## src/rtl/irrigation_scheduler.sv

```systemverilog
// Purpose : one sequenced FSM time-sharing the tank valve/pump between fill, splinker, dripper and fertiliser.
// Latency : every decision and every output lands 1 clock after the input or tick that causes it.
// Backpressure: none; requesters are level-held switches, grants are released by the tick-based counter.
// Option  : SCHED_ROUND_ROBIN_EN - alternate splinker/dripper grants when both request from IDLE.
module irrigation_scheduler #(
    parameter int CNT_W       = 4,
    parameter int HOLD_TICKS  = 2,
    parameter int WATER_TICKS = 7,
    parameter int CLEAN_TICKS = 3
) (
    input  logic       clock,
    input  logic       reset_n,
    input  logic       tick,
    input  logic       input_error,
    input  logic       critical_tank_level,
    input  logic       full_tank,
    input  logic       splinker_req,
    input  logic       dripper_req,
    input  logic       fertilise_req,
    output logic [2:0] state,
    output logic       filling,
    output logic       splinker,
    output logic       dripper,
    output logic       fertilising,
    output logic       cleaning,
    output logic       busy
);

    // Phase codes; these are also the display code on the state output.
    localparam logic [2:0] ST_IDLE   = 3'b000;
    localparam logic [2:0] ST_FILL   = 3'b001;
    localparam logic [2:0] ST_SPLINK = 3'b010;
    localparam logic [2:0] ST_DRIP   = 3'b011;
    localparam logic [2:0] ST_FERT   = 3'b100;
    localparam logic [2:0] ST_CLEAN  = 3'b101;
    localparam logic [2:0] ST_ERROR  = 3'b110;

    // Counter thresholds, sized to the counter so comparisons stay width-matched.
    localparam logic [CNT_W-1:0] HOLD_LIM  = CNT_W'(HOLD_TICKS);
    localparam logic [CNT_W-1:0] WATER_LIM = CNT_W'(WATER_TICKS);
    localparam logic [CNT_W-1:0] CLEAN_LIM = CNT_W'(CLEAN_TICKS);
    localparam logic [CNT_W-1:0] CNT_MAX   = {CNT_W{1'b1}};

    logic [2:0]       state_q, state_d;
    logic [CNT_W-1:0] cnt_q, cnt_d;
    logic             filling_q, filling_d;
    logic             splinker_q, splinker_d;
    logic             dripper_q, dripper_d;
    logic             fertilising_q, fertilising_d;
    logic             cleaning_q, cleaning_d;
    logic             busy_q, busy_d;

    // Splinker-vs-dripper choice from IDLE when both switches are on.
    logic             pick_drip;

`ifdef SCHED_ROUND_ROBIN_EN
    // Last watering valve served: 0 = splinker, 1 = dripper.
    logic             last_water_q, last_water_d;

    // Give the contested grant to whichever valve was not served last.
    always_comb begin
        pick_drip = ~last_water_q;
    end

    // Remember the valve on every fresh watering grant.
    always_comb begin
        last_water_d = last_water_q;
        if (state_d != state_q) begin
            if (state_d == ST_SPLINK) begin
                last_water_d = 1'b0;
            end else if (state_d == ST_DRIP) begin
                last_water_d = 1'b1;
            end
        end
    end

    // Round-robin history register.
    always_ff @(posedge clock or negedge reset_n) begin
        if (!reset_n) begin
            last_water_q <= 1'b0;
        end else begin
            last_water_q <= last_water_d;
        end
    end
`else
    // Fixed priority: splinker always beats dripper.
    always_comb begin
        pick_drip = 1'b0;
    end
`endif

    // Next-phase selection; input_error outranks everything, including an active flush.
    always_comb begin
        state_d = state_q;
        if (input_error) begin
            state_d = ST_ERROR;
        end else begin
            case (state_q)
                ST_IDLE: begin
                    if (critical_tank_level) begin
                        state_d = ST_FILL;
                    end else if (fertilise_req) begin
                        state_d = ST_FERT;
                    end else if (splinker_req && dripper_req) begin
                        state_d = pick_drip ? ST_DRIP : ST_SPLINK;
                    end else if (splinker_req) begin
                        state_d = ST_SPLINK;
                    end else if (dripper_req) begin
                        state_d = ST_DRIP;
                    end
                end
                ST_FILL: begin
                    // full_tank wins even if critical is also (illegally) high.
                    if (full_tank) begin
                        state_d = ST_IDLE;
                    end
                end
                ST_SPLINK: begin
                    if (critical_tank_level) begin
                        state_d = ST_FILL;
                    end else if ((!splinker_req && (cnt_q >= HOLD_LIM)) || (cnt_q == WATER_LIM)) begin
                        state_d = ST_IDLE;
                    end
                end
                ST_DRIP: begin
                    if (critical_tank_level) begin
                        state_d = ST_FILL;
                    end else if ((!dripper_req && (cnt_q >= HOLD_LIM)) || (cnt_q == WATER_LIM)) begin
                        state_d = ST_IDLE;
                    end
                end
                ST_FERT: begin
                    if (!fertilise_req || critical_tank_level) begin
                        state_d = ST_CLEAN;
                    end
                end
                ST_CLEAN: begin
                    // Flush always completes; a low tank is handled from IDLE afterwards.
                    if (cnt_q == CLEAN_LIM) begin
                        state_d = ST_IDLE;
                    end
                end
                ST_ERROR: begin
                    state_d = ST_IDLE;
                end
                default: begin
                    state_d = ST_IDLE;
                end
            endcase
        end
    end

    // Phase tick counter: restarts on a phase change (dropping a coincident tick), saturates at the top.
    always_comb begin
        cnt_d = cnt_q;
        if (state_d != state_q) begin
            cnt_d = '0;
        end else if (tick && (cnt_q != CNT_MAX)) begin
            cnt_d = cnt_q + 1'b1;
        end
    end

    // One-hot valve decode of the next phase, so outputs register alongside the state.
    always_comb begin
        filling_d     = (state_d == ST_FILL);
        splinker_d    = (state_d == ST_SPLINK);
        dripper_d     = (state_d == ST_DRIP);
        fertilising_d = (state_d == ST_FERT);
        cleaning_d    = (state_d == ST_CLEAN);
        busy_d        = (state_d != ST_IDLE);
    end

    // Phase, counter and output registers; reset aborts any phase at once.
    always_ff @(posedge clock or negedge reset_n) begin
        if (!reset_n) begin
            state_q       <= ST_IDLE;
            cnt_q         <= '0;
            filling_q     <= 1'b0;
            splinker_q    <= 1'b0;
            dripper_q     <= 1'b0;
            fertilising_q <= 1'b0;
            cleaning_q    <= 1'b0;
            busy_q        <= 1'b0;
        end else begin
            state_q       <= state_d;
            cnt_q         <= cnt_d;
            filling_q     <= filling_d;
            splinker_q    <= splinker_d;
            dripper_q     <= dripper_d;
            fertilising_q <= fertilising_d;
            cleaning_q    <= cleaning_d;
            busy_q        <= busy_d;
        end
    end

    assign state       = state_q;
    assign filling     = filling_q;
    assign splinker    = splinker_q;
    assign dripper     = dripper_q;
    assign fertilising = fertilising_q;
    assign cleaning    = cleaning_q;
    assign busy        = busy_q;

endmodule
```

## config.mk

```make
export PLATFORM = sky130hd
export DESIGN_NAME = irrigation_scheduler
export DESIGN_NICKNAME = d
export VERILOG_FILES = /design/src/rtl/irrigation_scheduler.sv
export SDC_FILE = /design/constraint.sdc
export NUM_CORES = 1
export LEC_CHECK = 0
export CAP_MARGIN = 20
export CORE_MARGIN = 1.5
export CORE_UTILIZATION = 46
export CTS_BUF_LIST = sky130_fd_sc_hd__clkbuf_8
export CTS_CLUSTER_SIZE = 40
export DETAILED_ROUTE_END_ITERATION = 8
export HOLD_SLACK_MARGIN = 0.08
export PLACE_DENSITY = 0.76
export REMOVE_ABC_BUFFERS = 1
export SYNTH_ARGS = -nofsm -noshare
export SYNTH_HDL_FRONTEND = slang
export SYNTH_SLANG_ARGS = --single-unit
```

## constraint.sdc

```tcl
create_clock -name clock -period 1.9 [get_ports clock]
set_clock_uncertainty 0.15 [all_clocks]
set_input_delay 0.475 -clock clock [delete_from_list [all_inputs] [get_ports clock]]
set_output_delay 0.475 -clock clock [all_outputs]
set_load 0.03 [all_outputs]
```

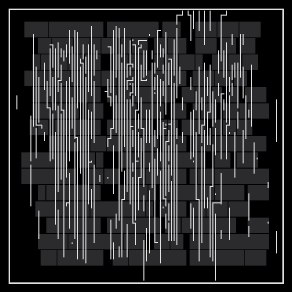
**Above:** metal 2.
(6 px per µm) Cells faint in the background.
main direction: vertical
wire length on this layer: 1470 µm
longest straight run: 32.6 µm

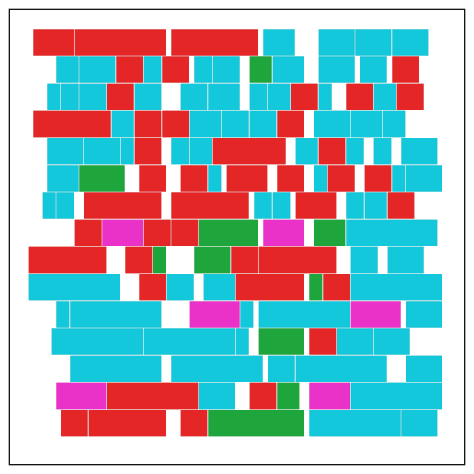
**Above:** cells by drive strength.
(10 px per µm)
[red] drive 3 to 4 | cells: 43 | share: 32% | most used: buf_4
[cyan] drive 1 or less | cells: 75 | share: 56% | most used: clkdlybuf4s50_1
[magenta] drive 6 and up | cells: 6 | share: 4.5%
[green] drive 2 | cells: 10 | share: 7.5% | most used: inv_2

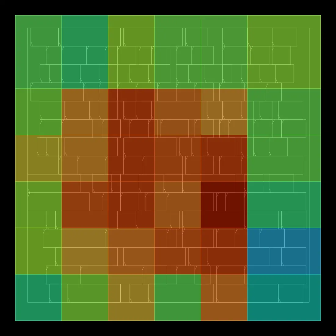
**Above:** routing congestion map.
met3 demand-to-capacity share in global routing: 9.524%
final cell utilization of the core: 85.13%
Total GRT Usage: 26.61%

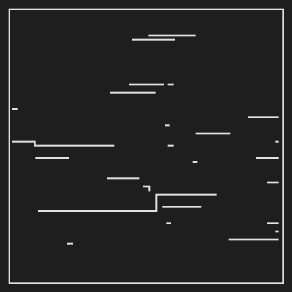
**Above:** met3 routing.
(6 px per µm)
wire length on this layer: 124 µm
share of all routed wire: 4.6%
main direction: horizontal
longest straight run: 19.5 µm

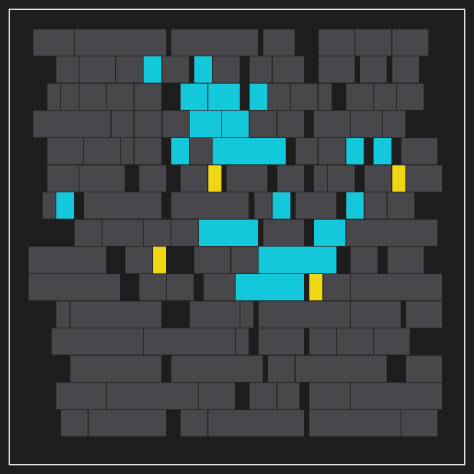
**Above:** gate families picked out.
(10 px per µm)
[cyan] inverting AOI/OAI gates | cells: 18 | most used: a21oi_1
[yellow] inverters | cells: 4

==> results.txt <==
Figures from the implementation reports.

- The slew at the pin closest to its max-slew limit is 559.5 ps.
- The number of nets in the layout reads between 100 and 150.
- The root buffer selected by CTS is clkbuf_8.
- The async set or reset register ratio after synthesis reads 100.0%.
- The required time of the critical path reads 1890 ps.
- The internal power of the cells totals roughly 620 µW.
- For this configuration, the core starts out at a cell density of 48.42%.
- The total number of clock tree sinks is 13.
- The worst setup path is of the reg -> reg kind.
- The area share of and-or/or-and cells after synthesis reads 17.10%.
- The data arrival time of the critical path reads 2170 ps.
- The total of flip-flops plus latches after synthesis is 13.
- The adder-cell share of the synthesized area reads 3.026%.
- The xor/xnor share of the synthesized area reads 1.059%.
- The top-level I/O count reads 18.
- Warnings reported by Yosys during synthesis add up to 0.
- The portion of synthesized area spent on multiplexers is 2.421%.
- The total of endpoints with negative setup slack in the final report reads 11.
- The max-slew headroom at the worst pin is 62.58%.
- In this run, distinct cell masters in the synthesized netlist total 37.
- The number of global-route vias before repair reads 879.
- The fraction of layout instances using a drive strength above 1 reads 44.03%.
- The flow ran to the end, but the final reports show violations.
- Switching power as a fraction of the total was reported as 34.27%.
- The floorplan die width reads between 40 and 50 µm.
- The post-synthesis instance area is 827.0 µm².
- The vertical die dimension is between 40 and 50 µm.
- The final count of pins violating max slew is 0.
- Leaving out fill and tap cells, the most frequent cell in the layout is buf_4.
- The checks that failed: setup timing.
- Entering global routing, the biggest net connects 14 pins.
- The synthesis area per yosys reads 827.0 µm².
- For this block, the via count after detailed routing is between 900 and 1000.
- The maximum level of the CTS H-tree reads 1.
- Routability-driven placement finished with a final weighted congestion of 0.8409.
- The synthesis-to-finish area growth is 75.79%.
- Per the synth stats, the flop cell with the highest instance count is dfrtp_1.
- The critical path in the final layout is reported with a setup slack of -280.1 ps.
- The total detailed-routing wirelength reads ~2700 µm.
- After synthesis, the design contains roughly 85 cells according to Yosys.
- Per the skew report, the later register of the worst-skew pair sees a clock latency of between 200 and 250 ps.
- The remaining routing DRC violations is 0.
- The number of vias per cell after detailed routing is ~5.7.
- The routed length per instance reads 17.08 µm.
- The largest driver fanout on the critical path is 4.
- STA classifies the critical path endpoint as a flop.
- The number of buffers added by the clock tree synthesis step reads 3.
- The cell count after synthesis is 85.
- The final critical path time including I/O delays and setup reads 2180 ps.
- The number of buffers on the longest clock path reads 2.
- The terminus of the critical flop-to-flop path reads cnt_q[3].
- The area share of and/or/nand/nor cells after synthesis is 33.74%.
- During placement, the flow inserted port buffers numbering 17.
- The worst-case IR drop observed on VDD is 0.6925 mV.
- The iteration-0 DRC count of the detailed router is 25.
- Note, the detailed placer reported a final HPWL of 1497 µm.
- The initialized floorplan defines 15 standard-cell rows.
- In this run, the clock network consumes 25.2% of the power.
- The average instance area after synthesis is 9.730 µm².
- The placeable core region reads 1708 µm².
- The analysis attributes to cell leakage a power of ~0.00060 µW.
- The combinational power share reads 40.6%.
- The launching element type of the critical path is a flop.
- For reference, the final report shows the hold violation count at 0.
- The number of buffers added to fix hold violations after cts is 0.
- The sequential power share reads 34.2%.
- The reported max-cap violation count is 0.
- The register-to-register setup slack is -280 ps.
- The remaining antenna violation count reads 0.
- The clock-pin slew of the registers on the worst-case setup and hold paths is around 50 ps.
- The switching power summed over all nets is 321.8 µW.
- The total inserted antenna cells is 0.
- The count of library flops with an enable pin is 0.
- The fmax is 0.4587 GHz.
- The initial antenna violation count is 0.
- Of the available clock period, the critical path in the final layout requires 114.7%.
- The startpoint of the worst register-to-register path reads cnt_q[1].
- The number of cell instances on the worst register-to-register path reads 7.
## power by group through the flow
stage / combinational [µW] / sequential, µW / clock, µW
2_1_floorplan: 103 / 357 / 0
3_3_place_gp: 268 / 323 / 0
3_5_place_dp: 273 / 324 / 0
4_1_cts: 323 / 319 / 241
5_1_grt: 404 / 324 / 259
6_report: 381 / 321 / 237
## sequential cells by signal, indices dropped and copies added (netlist names)
register / flops
busy: 1
cleaning: 1
cnt_q: 4
dripper: 1
fertilising: 1
filling: 1
splinker: 1
state: 3
## cells by family (layout without fill, tap and decap cells)
kind of cell               Yosys count  after routing
and+or+nand+nor                     41             41
AOI/OAI and AO/OA                   19             19
DFF                                 13             13
buffers and inverters                7             56
adders and majority gates            2              2
muxes                                2              2
xor gates and xnor gates             1              1
## Yosys cell counts (2+ instances only)
library cell   n  share of area, %
o311ai_1       2               2.1
nor4_1         5               3.8
a21oi_1        6               3.6
inv_1          3               1.4
nand3_1        2               1.2
o21ai_0        3               1.8
nor2b_1        2               1.5
o211ai_1       2               1.8
nand2_1        5               2.3
nor2_1         5               2.3
nor3b_1        5               4.5
clkbuf_1       2              0.91
mux2i_1        2               2.4
dfrtp_1       13                39
nand2b_1       2               1.5
nand3b_1       3               2.7
ha_1           2               3.0
and3_1         2               1.5
## stage by stage
step	total power (µW)	cell area (µm²)	setup TNS, ps	hold slack [ps]	std cells
final	939.0	1454	-2362	445.9	159
after CTS	883.4	1373	-1432	457.7	157
after global routing	987.4	1454	-3378	487.1	159
after floorplan	460.3	814.5	-156.2	29.41	82
after global placement	590.3	1179	-3045	546.6	146
after detailed placement	596.7	1179	-3337	555.1	146
## critical path, cell delays in order (launching register included)
cell and delay [ps]:
dfrtp_1 420, ha_4 180, nor4_4 330, buf_4 180
a211oi_4 50, o311ai_2 300, a21boi_4 160, nor4_2 310
## worst max-delay path by stage
stage | start | end | slack, ps | cells past startpoint
detailed placement | critical_tank_level | cnt_q[2] | -390 | 6
finish | cnt_q[1] | cnt_q[3] | -280 | 7
CTS | cnt_q[1] | busy | -190 | 8
floorplan | cnt_q[1] | splinker | -50 | 7
global route | cnt_q[0] | cnt_q[3] | -360 | 8
global placement | fertilise_req | cnt_q[1] | -320 | 6
## layer usage
layer	global-route usage, %	vias up	share of wire [%]	routed length [µm]
li1	-	419	-	-
met1	29.90	439	39	1052
met2	44.23	33	54	1465
met3	9.524	10	4.5	123
met4	12.94	0	2.7	74
met5	0	-	0	0
## repair_timing
| item | 4_1_cts | 5_1_grt |
|---|---|---|
| setup buffers | 7 | 2 |
| pin swaps | 11 | 13 |
| resized | 19 | 13 |
| setup endpoints to repair | 13 | 13 |
## layout make-up
class	count	area [µm²]	share of cell area (%)
Clock inverter	1	3.754	0.2582
Sequential cell	13	326.6	22.46
Multi-Input combinational cell	65	626.9	43.12
Clock buffer	3	41.29	2.840
Tap cell	25	31.28	2.151
Timing Repair Buffer	48	409.1	28.14
Inverter	4	15.01	1.033
Power is estimated from default activity; no workload was simulated.
